--- src/rtl/ex_forward_hazard_ctrl.sv ---
// Forwarding-select and load-use hazard controller for the 5-stage pipeline.
// Keeps a shadow copy of the ID/EX, EX/MEM and MEM/WB destination records and registers the EX mux selects.
module ex_forward_hazard_ctrl #(
    parameter int REG_W = 5,
    parameter int CNT_W = 16
) (
    input  logic             inClk,
    input  logic             inReset,
    input  logic [REG_W-1:0] inIdRs,
    input  logic [REG_W-1:0] inIdRt,
    input  logic [REG_W-1:0] inIdDest,
    input  logic             inIdRegWrite,
    input  logic             inIdMemRead,
    input  logic             inIdUsesRt,
    input  logic             inIdAluSrcImm,
    input  logic             inFlush,
    output logic [1:0]       outForwardA,
    output logic [1:0]       outForwardB,
    output logic             outStall,
    output logic             outBubble,
    output logic [CNT_W-1:0] outStallCount
);

    // Select encoding shared with the EX operand muxes.
    localparam logic [1:0] FWD_REG   = 2'b00;
    localparam logic [1:0] FWD_EXMEM = 2'b10;
    localparam logic [1:0] FWD_WB    = 2'b01;
    localparam logic [1:0] FWD_IMM   = 2'b11;

    // ID/EX shadow record
    logic [REG_W-1:0] idexRsReg;
    logic [REG_W-1:0] idexRtReg;
    logic [REG_W-1:0] idexDestReg;
    logic             idexRegWriteReg;
    logic             idexMemReadReg;
    logic [1:0]       idexFwdAReg;
    logic [1:0]       idexFwdBReg;

    // EX/MEM and MEM/WB shadow records
    logic [REG_W-1:0] exmemDestReg;
    logic             exmemRegWriteReg;
    logic             exmemMemReadReg;
    logic [REG_W-1:0] memwbDestReg;
    logic             memwbRegWriteReg;

    logic [CNT_W-1:0] stallCountReg;

    logic             loadUse;
    logic             idexHitRs;
    logic             idexHitRt;
    logic [REG_W-1:0] idOperand [2];
    logic [1:0]       fwdNext   [2];
    logic [1:0]       fwdANext;
    logic [1:0]       fwdBNext;

    assign idOperand[0] = inIdRs;
    assign idOperand[1] = inIdRt;

    // A live load in ID/EX whose destination the ID instruction reads must be held one cycle.
    assign idexHitRs = (idexDestReg == inIdRs);
    assign idexHitRt = inIdUsesRt && (idexDestReg == inIdRt);
    assign loadUse   = idexMemReadReg && idexRegWriteReg && (idexDestReg != '0)
                       && (idexHitRs || idexHitRt);

    assign outStall  = loadUse && !inFlush;
    assign outBubble = loadUse || inFlush;

    // The producer now in ID/EX will be in EX/MEM when the consumer reaches EX, so it wins.
    generate
        for (genvar gi = 0; gi < 2; gi++) begin : g_sel
            always_comb begin
                fwdNext[gi] = FWD_REG;
                if (idexRegWriteReg && (idexDestReg != '0)
                        && (idexDestReg == idOperand[gi])) begin
                    fwdNext[gi] = FWD_EXMEM;
                end else if (exmemRegWriteReg && (exmemDestReg != '0)
                        && (exmemDestReg == idOperand[gi])) begin
                    fwdNext[gi] = FWD_WB;
                end
            end
        end
    endgenerate

    assign fwdANext = fwdNext[0];
    assign fwdBNext = inIdAluSrcImm ? FWD_IMM : fwdNext[1];

    always_ff @(posedge inClk) begin
        if (inReset) begin
            idexRsReg        <= '0;
            idexRtReg        <= '0;
            idexDestReg      <= '0;
            idexRegWriteReg  <= 1'b0;
            idexMemReadReg   <= 1'b0;
            idexFwdAReg      <= FWD_REG;
            idexFwdBReg      <= FWD_REG;
            exmemDestReg     <= '0;
            exmemRegWriteReg <= 1'b0;
            exmemMemReadReg  <= 1'b0;
            memwbDestReg     <= '0;
            memwbRegWriteReg <= 1'b0;
        end else begin
            exmemDestReg     <= idexDestReg;
            exmemRegWriteReg <= idexRegWriteReg;
            exmemMemReadReg  <= idexMemReadReg;
            memwbDestReg     <= exmemDestReg;
            memwbRegWriteReg <= exmemRegWriteReg;
            if (outBubble) begin
                idexRsReg       <= '0;
                idexRtReg       <= '0;
                idexDestReg     <= '0;
                idexRegWriteReg <= 1'b0;
                idexMemReadReg  <= 1'b0;
                idexFwdAReg     <= FWD_REG;
                idexFwdBReg     <= FWD_REG;
            end else begin
                idexRsReg       <= inIdRs;
                idexRtReg       <= inIdRt;
                idexDestReg     <= inIdDest;
                idexRegWriteReg <= inIdRegWrite;
                idexMemReadReg  <= inIdMemRead;
                idexFwdAReg     <= fwdANext;
                idexFwdBReg     <= fwdBNext;
            end
        end
    end

    always_ff @(posedge inClk) begin
        if (inReset) begin
            stallCountReg <= '0;
        end else if (outStall && (stallCountReg != '1)) begin
            stallCountReg <= stallCountReg + CNT_W'(1);
        end
    end

    // MEM/WB and the operand fields of ID/EX mirror the real pipeline but drive no select.
    logic unusedRecords;
    assign unusedRecords = ^{idexRsReg, idexRtReg, exmemMemReadReg, memwbDestReg, memwbRegWriteReg};

    assign outForwardA   = idexFwdAReg;
    assign outForwardB   = idexFwdBReg;
    assign outStallCount = stallCountReg;

endmodule

--- config.mk ---
export PLATFORM = sky130hd
export DESIGN_NAME = ex_forward_hazard_ctrl
export DESIGN_NICKNAME = d
export VERILOG_FILES = /design/src/rtl/ex_forward_hazard_ctrl.sv
export SDC_FILE = /design/constraint.sdc
export NUM_CORES = 1
export LEC_CHECK = 0
export CORE_MARGIN = 10
export CORE_UTILIZATION = 45
export CTS_BUF_LIST = sky130_fd_sc_hd__clkbuf_4 sky130_fd_sc_hd__clkbuf_8
export CTS_CLUSTER_DIAMETER = 60
export DETAILED_ROUTE_END_ITERATION = 8
export GPL_TIMING_DRIVEN = 0
export PLACE_DENSITY = 0.78
export SYNTH_ARGS = -nofsm -noshare
export SYNTH_HDL_FRONTEND = slang
export SYNTH_SLANG_ARGS = --single-unit
export TNS_END_PERCENT = 50
--- constraint.sdc ---
create_clock -name inClk -period 2.3 [get_ports inClk]
set_input_delay 0.69 -clock inClk [delete_from_list [all_inputs] [get_ports inClk]]
set_output_delay 0.69 -clock inClk [all_outputs]
set_load 0.02 [all_outputs]
==> impl_metrics.tcl <==
# place-and-route summary
set metrics [dict create \
    path_delay_family "buffers and inverters" \
    synth_seq_share_pct 39.58 \
    top_layer_used "met4" \
    core-area_um2 3633 \
    report.final.slew_viol_count 0 \
    route.detailed.drc 0 \
    status "finished with violations" \
    gr-usage-met1_pct 17.61 \
    synth.most_common_cell "dfxtp_1" \
    drv_cap 0 \
    tritoncts "done" \
    cts_hold_buffers 0 \
    ys_sh_mux_pct 5.997 \
    fin_ws_ns -0.1271 \
    ys.flops 33 \
    setup_tns_ns -0.2795 \
    clkTransAtPathRegs_ns 0.07 \
    drtIter0Drc 100 \
    rsz0062_at_grt "yes" \
    final.min_clock_period_ns 2.427 \
    hpwl_um 3197 \
    io_pins 44 \
    top_area_share_pct 39.58 \
    slowest_stage "nor3_4" \
    n_antenna_cell 0 \
    setup_viol 3 \
    violations "negative setup slack" \
    path_buffers 3 \
    warnings 28 \
    largest_reg_flops 16 \
    holdWs_ns 0.4960 \
    yosysCellCount 189 \
    aoi_share_pct 9.070 \
    synth_top_flop_cell "dfxtp_1" \
    yosys-top-cells-area "dfxtp_1 (40%), xnor2_1 (5.8%), nor2b_1 (5.6%)" \
    topCombFamilyByArea "simple AND/OR/NAND/NOR gates" \
    p_leak_nw 0.9153 \
    synth_area_per_cell_um2 8.831 \
    synthArstFlopShare_pct 0 \
    cts_made_buffers 5 \
    antenna_found_initial 0 \
    synth_nets 212 \
    grt_pass1_vias 1522 \
    nNetsFinal 268 \
    ys_area_um2 1669 \
    worst-path-max-fanout 3 \
    clkLatencyLatePin_ns 0.29 \
]
## through the flow
step           instances  total power [mW]
2_1_floorplan        189            0.6653
3_3_place_gp         279            0.7250
3_5_place_dp         279            0.7269
4_1_cts              293             1.317
5_1_grt              294             1.366
6_report             294             1.327
## final timing paths
| kind | startpoint | end | slack, ns | cells past startpoint |
|---|---|---|---|---|
| setup / recovery | inIdRs[0] | outBubble | -0.13 | 8 |
| hold / removal | idexRegWriteReg$_SDFF_PP0_ | exmemRegWriteReg$_SDFF_PP0_ | 0.50 | 1 |
| setup reg to reg | idexDestReg[4]$_SDFF_PP0_ | outStallCount[13]$_SDFFE_PP0P_ | 0.04 | 7 |
| hold reg to reg | idexRegWriteReg$_SDFF_PP0_ | exmemRegWriteReg$_SDFF_PP0_ | 0.50 | 1 |
## cells in the final DEF, fill, tap and decap left out, types with 3 or more instances in the layout
cell type	instances
clkbuf_1	6
nor3_1	6
dfxtp_2	5
nand3_1	9
o21ai_0	4
clkdlybuf4s50_1	30
o21a_1	4
xnor2_1	5
nand2_1	7
and3_1	3
dfxtp_1	27
nor3_4	3
nand2b_1	3
xor2_2	4
clkbuf_8	6
mux2_2	8
xor2_1	5
buf_6	8
nor2_1	14
and2_1	8
nor4_1	5
or3_1	5
buf_4	7
xnor2_2	4
nor2b_1	15
a21oi_1	7
## final cells by class
class / count / area (um^2)
clock buffers: 6 / 82.58
multi-input cells: 147 / 1172
inverters: 1 / 3.754
repair buffers: 49 / 473.0
fillers: 279 / 1091
plain buffers: 8 / 42.54
well taps: 48 / 60.06
flip-flops and latches: 33 / 670.6
clock inverters: 2 / 37.54
## where the power goes
group          total [mW]  switching (mW)  internal (mW)
Combinational       0.161          0.0749         0.0863
Sequential          0.594          0.0131          0.581
Clock               0.572           0.220          0.352
Signal wires on met2:
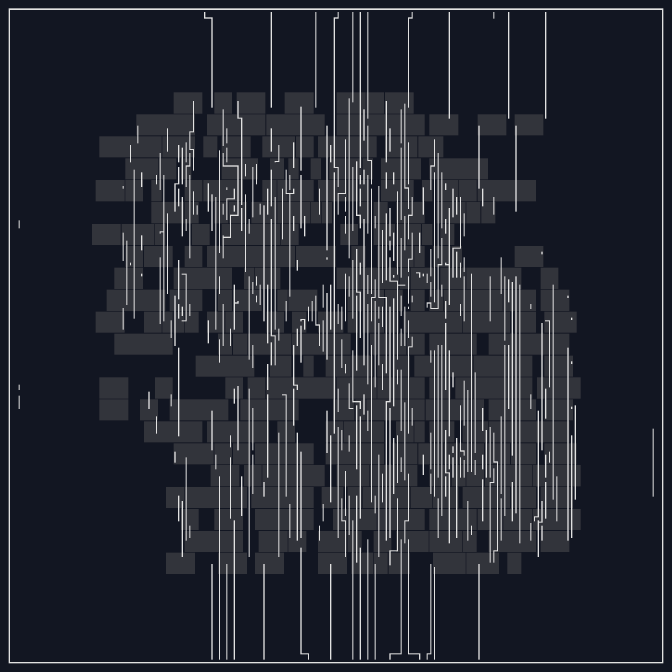
wire length on this layer	2380 um
share of all routed wire	50%
longest straight run	32.3 um
nets with wire on the layer	238

Placed cells, one colour a class:
Bar = 20 um.
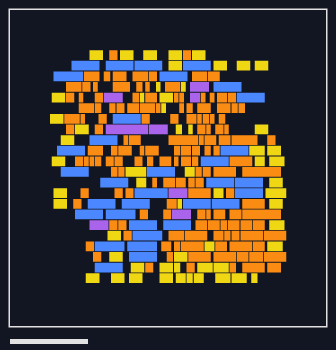
class	colour	cells	share of their area
clock drivers and dummy loads	purple	8	4.8%
remaining logic cells	orange	148	47%
registers	blue	33	27%
remaining buffers and delay cells	yellow	57	21%

Clock distribution:
Bar = 20 um.
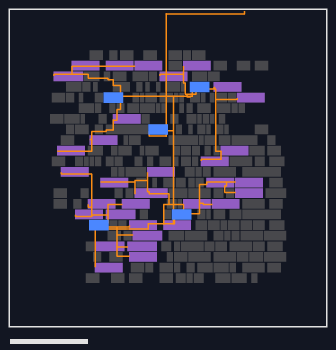
[clock-net drivers] blue | count: 5
[clock wires] orange | length: 420 um
[flip-flops] purple | count: 33
routed clock nets	6

Power is estimated from default activity; no workload was simulated.
